`src/rtl/hash_pe_result_deserializer.sv`:
```
// Return-path deserializer: regroups single-beat hash PE results into issue-width
// vectors aligned to a window head, emitted in the order their first beat arrived.
module hash_pe_result_deserializer #(
    parameter int ISSUE_WIDTH = 8,
    parameter int ADDR_WIDTH  = 32,
    parameter int DATA_WIDTH  = 32,
    parameter int TMO_WIDTH   = 8
) (
    input  logic                              clk,
    input  logic                              rst,
    input  logic [TMO_WIDTH-1:0]              cfg_flush_timeout,
    input  logic                              input_valid,
    input  logic [ADDR_WIDTH-1:0]             input_addr,
    input  logic [DATA_WIDTH-1:0]             input_data,
    input  logic                              input_delim,
    output logic                              input_ready,
    output logic                              output_valid,
    output logic [ADDR_WIDTH-1:0]             output_head_addr,
    output logic [ISSUE_WIDTH-1:0]            output_mask_vec,
    output logic [ISSUE_WIDTH*DATA_WIDTH-1:0] output_data_vec,
    output logic                              output_delim,
    input  logic                              output_ready,
    output logic                              busy
);
    localparam int LOG2 = $clog2(ISSUE_WIDTH);
    localparam int VW   = ISSUE_WIDTH * DATA_WIDTH;

    logic                   c_valid_r;
    logic                   c_closed_r;
    logic                   c_delim_r;
    logic [ADDR_WIDTH-1:0]  c_head_r;
    logic [ISSUE_WIDTH-1:0] c_mask_r;
    logic [VW-1:0]          c_data_r;
    logic [TMO_WIDTH-1:0]   tmo_cnt_r;

    logic [ADDR_WIDTH-1:0]  beat_head_s;
    logic [LOG2-1:0]        beat_lane_s;
    logic [ISSUE_WIDTH-1:0] beat_bit_s;
    logic                   o_free_s;
    logic                   merge_s;
    logic                   conflict_s;
    logic                   accept_s;
    logic                   tmo_hit_s;

    logic [ISSUE_WIDTH-1:0] b_mask_s;
    logic [VW-1:0]          b_data_s;
    logic                   b_delim_s;
    logic                   b_close_s;

    logic                   o_load_s;
    logic                   o_from_beat_s;
    logic                   c_load_s;
    logic                   c_clear_s;
    logic                   tmo_close_s;

    assign beat_head_s = {input_addr[ADDR_WIDTH-1:LOG2], {LOG2{1'b0}}};
    assign beat_lane_s = input_addr[LOG2-1:0];
    assign beat_bit_s  = {{(ISSUE_WIDTH-1){1'b0}}, 1'b1} << beat_lane_s;
    assign o_free_s    = !output_valid || output_ready;
    assign merge_s     = input_valid && c_valid_r && !c_closed_r &&
                         (beat_head_s == c_head_r) && ((c_mask_r & beat_bit_s) == '0);
    assign conflict_s  = input_valid && c_valid_r && !merge_s;
    assign input_ready = !rst && (!c_valid_r || merge_s || (o_free_s && (c_closed_r || conflict_s)));
    assign accept_s    = input_valid && input_ready;
    assign tmo_hit_s   = (cfg_flush_timeout != '0) && c_valid_r && !c_closed_r &&
                         (tmo_cnt_r == cfg_flush_timeout);
    assign busy        = c_valid_r || output_valid;

    // Candidate collect contents once the presented beat is folded in (merge or fresh open).
    always_comb begin
        b_data_s  = '0;
        b_mask_s  = merge_s ? (c_mask_r | beat_bit_s) : beat_bit_s;
        b_delim_s = (merge_s && c_delim_r) || input_delim;
        for (int i = 0; i < ISSUE_WIDTH; i++) begin
            if (beat_lane_s == LOG2'(i)) begin
                b_data_s[i*DATA_WIDTH +: DATA_WIDTH] = input_data;
            end else if (merge_s) begin
                b_data_s[i*DATA_WIDTH +: DATA_WIDTH] = c_data_r[i*DATA_WIDTH +: DATA_WIDTH];
            end else begin
                b_data_s[i*DATA_WIDTH +: DATA_WIDTH] = '0;
            end
        end
        b_close_s = b_delim_s || (&b_mask_s);
    end

    // Move/load decisions; a closing beat bypasses straight to O so it leaves next cycle.
    always_comb begin
        o_load_s      = 1'b0;
        o_from_beat_s = 1'b0;
        c_load_s      = 1'b0;
        c_clear_s     = 1'b0;
        tmo_close_s   = 1'b0;
        if (accept_s) begin
            if (conflict_s) begin
                o_load_s = 1'b1;
                c_load_s = 1'b1;
            end else if (b_close_s && o_free_s) begin
                o_load_s      = 1'b1;
                o_from_beat_s = 1'b1;
                c_clear_s     = 1'b1;
            end else begin
                c_load_s = 1'b1;
            end
        end else if (c_valid_r && c_closed_r && o_free_s) begin
            o_load_s  = 1'b1;
            c_clear_s = 1'b1;
        end else if (tmo_hit_s) begin
            tmo_close_s = 1'b1;
        end else begin
            tmo_close_s = 1'b0;
        end
    end

    // Collect buffer state.
    always_ff @(posedge clk or posedge rst) begin
        if (rst) begin
            c_valid_r  <= 1'b0;
            c_closed_r <= 1'b0;
            c_delim_r  <= 1'b0;
            c_head_r   <= '0;
            c_mask_r   <= '0;
            c_data_r   <= '0;
        end else if (c_load_s) begin
            c_valid_r  <= 1'b1;
            c_closed_r <= b_close_s;
            c_delim_r  <= b_delim_s;
            c_head_r   <= beat_head_s;
            c_mask_r   <= b_mask_s;
            c_data_r   <= b_data_s;
        end else if (c_clear_s) begin
            c_valid_r  <= 1'b0;
            c_closed_r <= 1'b0;
            c_delim_r  <= 1'b0;
            c_head_r   <= '0;
            c_mask_r   <= '0;
            c_data_r   <= '0;
        end else if (tmo_close_s) begin
            c_closed_r <= 1'b1;
        end
    end

    // Output slot: held while stalled, refilled in the same cycle it is taken.
    always_ff @(posedge clk or posedge rst) begin
        if (rst) begin
            output_valid     <= 1'b0;
            output_head_addr <= '0;
            output_mask_vec  <= '0;
            output_data_vec  <= '0;
            output_delim     <= 1'b0;
        end else if (o_load_s) begin
            output_valid <= 1'b1;
            if (o_from_beat_s) begin
                output_head_addr <= beat_head_s;
                output_mask_vec  <= b_mask_s;
                output_data_vec  <= b_data_s;
                output_delim     <= b_delim_s;
            end else begin
                output_head_addr <= c_head_r;
                output_mask_vec  <= c_mask_r;
                output_data_vec  <= c_data_r;
                output_delim     <= c_delim_r;
            end
        end else if (output_ready) begin
            output_valid <= 1'b0;
        end
    end

    // Idle counter; holds at the threshold once it has closed the buffer.
    always_ff @(posedge clk or posedge rst) begin
        if (rst) begin
            tmo_cnt_r <= '0;
        end else if (accept_s || !c_valid_r) begin
            tmo_cnt_r <= '0;
        end else if (!c_closed_r && !tmo_hit_s) begin
            tmo_cnt_r <= tmo_cnt_r + {{(TMO_WIDTH-1){1'b0}}, 1'b1};
        end
    end
endmodule

```
`config.mk`:
```
export PLATFORM = sky130hd
export DESIGN_NAME = hash_pe_result_deserializer
export DESIGN_NICKNAME = d
export VERILOG_FILES = /design/src/rtl/hash_pe_result_deserializer.sv
export SDC_FILE = /design/constraint.sdc
export NUM_CORES = 2
export LEC_CHECK = 0
export ABC_CLOCK_PERIOD_IN_PS = 22500
export CORE_MARGIN = 1.5
export CORE_UTILIZATION = 54
export CTS_CLUSTER_DIAMETER = 80
export DETAILED_ROUTE_END_ITERATION = 12
export GPL_TIMING_DRIVEN = 1
export PLACE_DENSITY = 0.79
export SYNTH_ARGS = -nofsm -noshare
export SYNTH_HDL_FRONTEND = slang
export SYNTH_SLANG_ARGS = --single-unit
```
`constraint.sdc`:
```
create_clock -name clk -period 22.5 [get_ports clk]
set_input_delay 2.25 -clock clk [delete_from_list [all_inputs] [get_ports clk]]
set_output_delay 2.25 -clock clk [all_outputs]
set_load 0.02 [all_outputs]
```
The metal 1 layer:
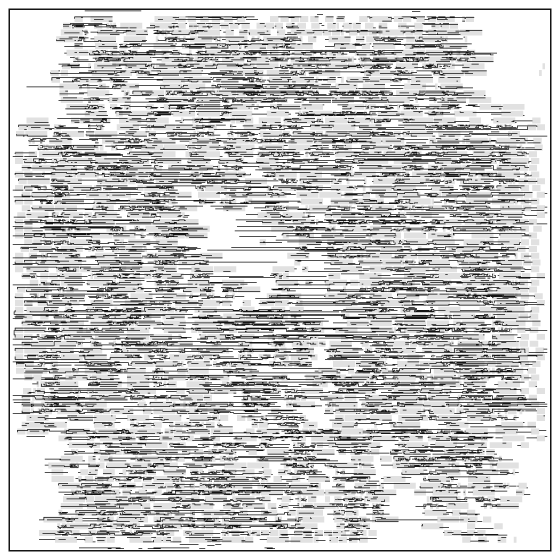
wire length on this layer: 30.9 mm
nets with wire on the layer: 2313
share of all routed wire: 40%
longest straight run: 69.5 um
main direction: horizontal

The metal 2 layer:
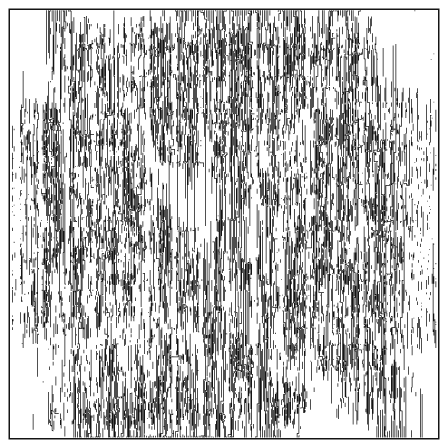
longest straight run: 92.1 um
nets with wire on the layer: 2197
wire length on this layer: 35.0 mm

M4 wires:
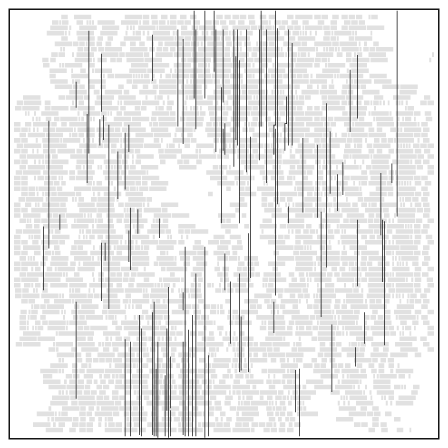
share of all routed wire: 5.3%
wire length on this layer: 4100 um
nets with wire on the layer: 76
longest straight run: 104 um
main direction: vertical
wirelength, routed: 77300 um
DR vias: 20300

==> impl_metrics.ini <==
; flow metrics
[status]
outcome = finished clean

[drt]
post_drt_via_cell_ratio = 6.52
first_pass_iters = 5
drc_viols = 0

[critical_path]
critPathLaunchType = input pin
timing.rr.start = c_valid_r
timing.critical_path.buf_inv = 2
reg2regPathDepth = 9
cpMaxStageDelayCell = sky130_fd_sc_hd__clkdlybuf4s50_1
cp.arrival_ns = 5.75
cpPeakStageDelay_ns = 0.86
cp-endpoint = input_ready
setup.worst_path.end_class = output pin
worst_setup_path_startpoint = input_addr[1]
critical-path-top-cell-by-count = sky130_fd_sc_hd__clkdlybuf4s50_1
worst_reg2reg_setup_slack_ns = 18.00
critPathRequiredTime_ns = 20.25
critical-path-top-delay-family = buffers and inverters

[grt]
grt_pass1_vias = 20300
number_of_antenna_violations_at_the_first_check_in_global_routing = 0
grt_first_pass_wirelength_um = 119000
grt.overflow.total = 0

[synthesis]
numSynthFlops = 599
post_synth.cell_area_avg_um2 = 11.0
synth.top_cells.by_count = sky130_fd_sc_hd__dfrtp_1, sky130_fd_sc_hd__nor2_1, sky130_fd_sc_hd__a22o_1
ys_chip_area_mm2 = 0.0248
synth.cell_area_mm2 = 0.0248
synthesis.yosys.warnings = 0
ys_dominant_reg_cell = sky130_fd_sc_hd__dfrtp_1
largest_area_cell = sky130_fd_sc_hd__dfrtp_1
post-synth-top-area-fraction_pct = 60.6
netlist-cell-type-count = 51
synth_seq_share_pct = 60.6

[clocking]
clk-insertion-delay-late_ns = 0.63
cts_root_buf = sky130_fd_sc_hd__clkbuf_16
clock_edge_transition_at_the_registers_on_the_reported_setup_and_hold_paths_ns = 0.06
cts_buffers = 59
cts.path.max_buffers = 3
tritoncts = yes
post_cts.resized_instances = 0
number_of_hold_repair_buffers_added_at_the_cts_stage = 0

[final_timing]
layout_worst_path_cycle_share_pct = 35.5
worst_slew_pin_slew_ns = 1.24
max_clock_freq_mhz = 125
whs_ns = 0.478
timing.max_slew.rel_slack_pct = 16.8
timing.final.crit_period_ns = 8.00
setup_total_negative_slack_ns = 0
setup-violations-final = 0
fin_skew_ns = 0.0252
setup_repair_after_global_routing_missed_its_margin = false

[placement]
port_buffers = 373
dp.final_hpwl_um = 47600
gp_congestion = 0.855

[flow_run]
tool_warnings = 30
cap_violations = 0

[hold_path]
worst_hold_path.num_cells = 2
timing.hold.worst_endpoint = output_head_addr[12]
holdCritStartpoint = output_head_addr[12]
holdCritPathClass = flip-flop to flip-flop

[layout]
mostFrequentLayoutCell = sky130_fd_sc_hd__dfrtp_1
seq_area_mm2 = 0.0150
layout_top_cells_excl_fill_tap = sky130_fd_sc_hd__dfrtp_1, sky130_fd_sc_hd__nor2_1, sky130_fd_sc_hd__clkdlybuf4s50_1
antenna_cells = 0
syn2layout_area_growth_pct = 24.8

[floorplanning]
y_dimension_of_the_die_um = 217
rows = 78
die_x_um = 217
pin_count = 377

[pwr]
p_leak_nw = 13.7
vdd_drop_max_mv = 0.0918
cellPowerDensity_mw_per_mm2 = 135
Congestion heat map:
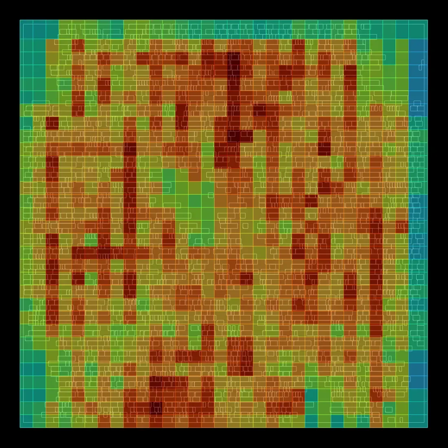
final design utilization: 68.2%
GR met2 Demand/Resource: 49.1%
overall track demand over capacity in global routing: 32.8%

Cell density map:
Bar = 50 um. The die is cut into 22 by 22 equal tiles; dark blue is low, red is high, 0 to 100% covered.
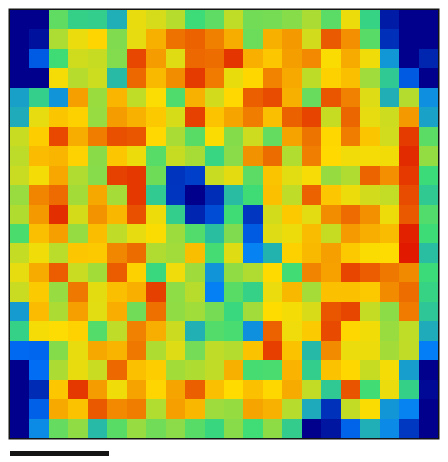
fullest tile: 97%
mean over tiles: 64%
tiles over 75% full: 39%
nearly empty tiles: 4.5%
Floorplan Core Area: 0.0453 mm2
starting density of the core: 54.7%

-- tightest hold or removal path, delay by kind of cell (launching register included) --
family	cells	cell delay (ns)
DFF	1	0.34
AOI/OAI and AO/OA	1	0.06
and+or+nand+nor	1	0.04
-- sequential cells by signal, indices dropped and copies added (netlist names), 8 cells and up --
name	flops
c_data_r	256
c_head_r	29
c_mask_r	8
output_data_vec	256
output_head_addr	29
output_mask_vec	8
tmo_cnt_r	8
-- metrics by stage --
stage	total power [mW]	setup WS (ns)	area [um2]	cells
after CTS	4.19	14.52	30900	3109
final	4.18	14.50	30900	3109
after global placement	3.13	14.60	28900	3003
after floorplan	2.37	3.46	24800	2244
after global routing	4.37	14.35	30900	3109
after detailed placement	3.16	14.53	28900	3003
-- report_power, final --
group / leakage [nW] / internal [mW] / switching [mW] / total (mW)
sequential: 7.74 / 1.38 / 0.239 / 1.62
clock: 1.01 / 0.598 / 0.418 / 1.02
combinational: 4.95 / 0.665 / 0.883 / 1.55
-- area by class of cell --
class	count	share of cell area, %
Sequential cell	599	48.5
Tap cell	600	2.43
Clock buffer	89	5.86
Timing Repair Buffer	406	12.9
Multi-Input combinational cell	1393	29.5
Clock inverter	17	0.673
Inverter	5	0.0851
-- kinds of logic (layout without fill, tap and decap cells) --
group	Yosys count	count (layout)	synth area share, %
fa+ha+maj	1	1	0.0505
simple gates	663	663	10.8
xor+xnor	39	39	1.38
other cells	1	3	0.0151
compound gates	653	653	21.8
buf+inv	252	517	3.99
flops	599	599	60.6
mux	34	34	1.38
-- per-layer routing --
metal / vias to the layer above / track usage (%) / part of all wire, %
met5: - / 0 / 0
met4: 0 / 17.7 / 5.3
met3: 210 / 6.12 / 9.4
met2: 1155 / 49.1 / 45
met1: 10300 / 45.5 / 40
li1: 8620 / - / -
Power and IR drop assume default switching activity.
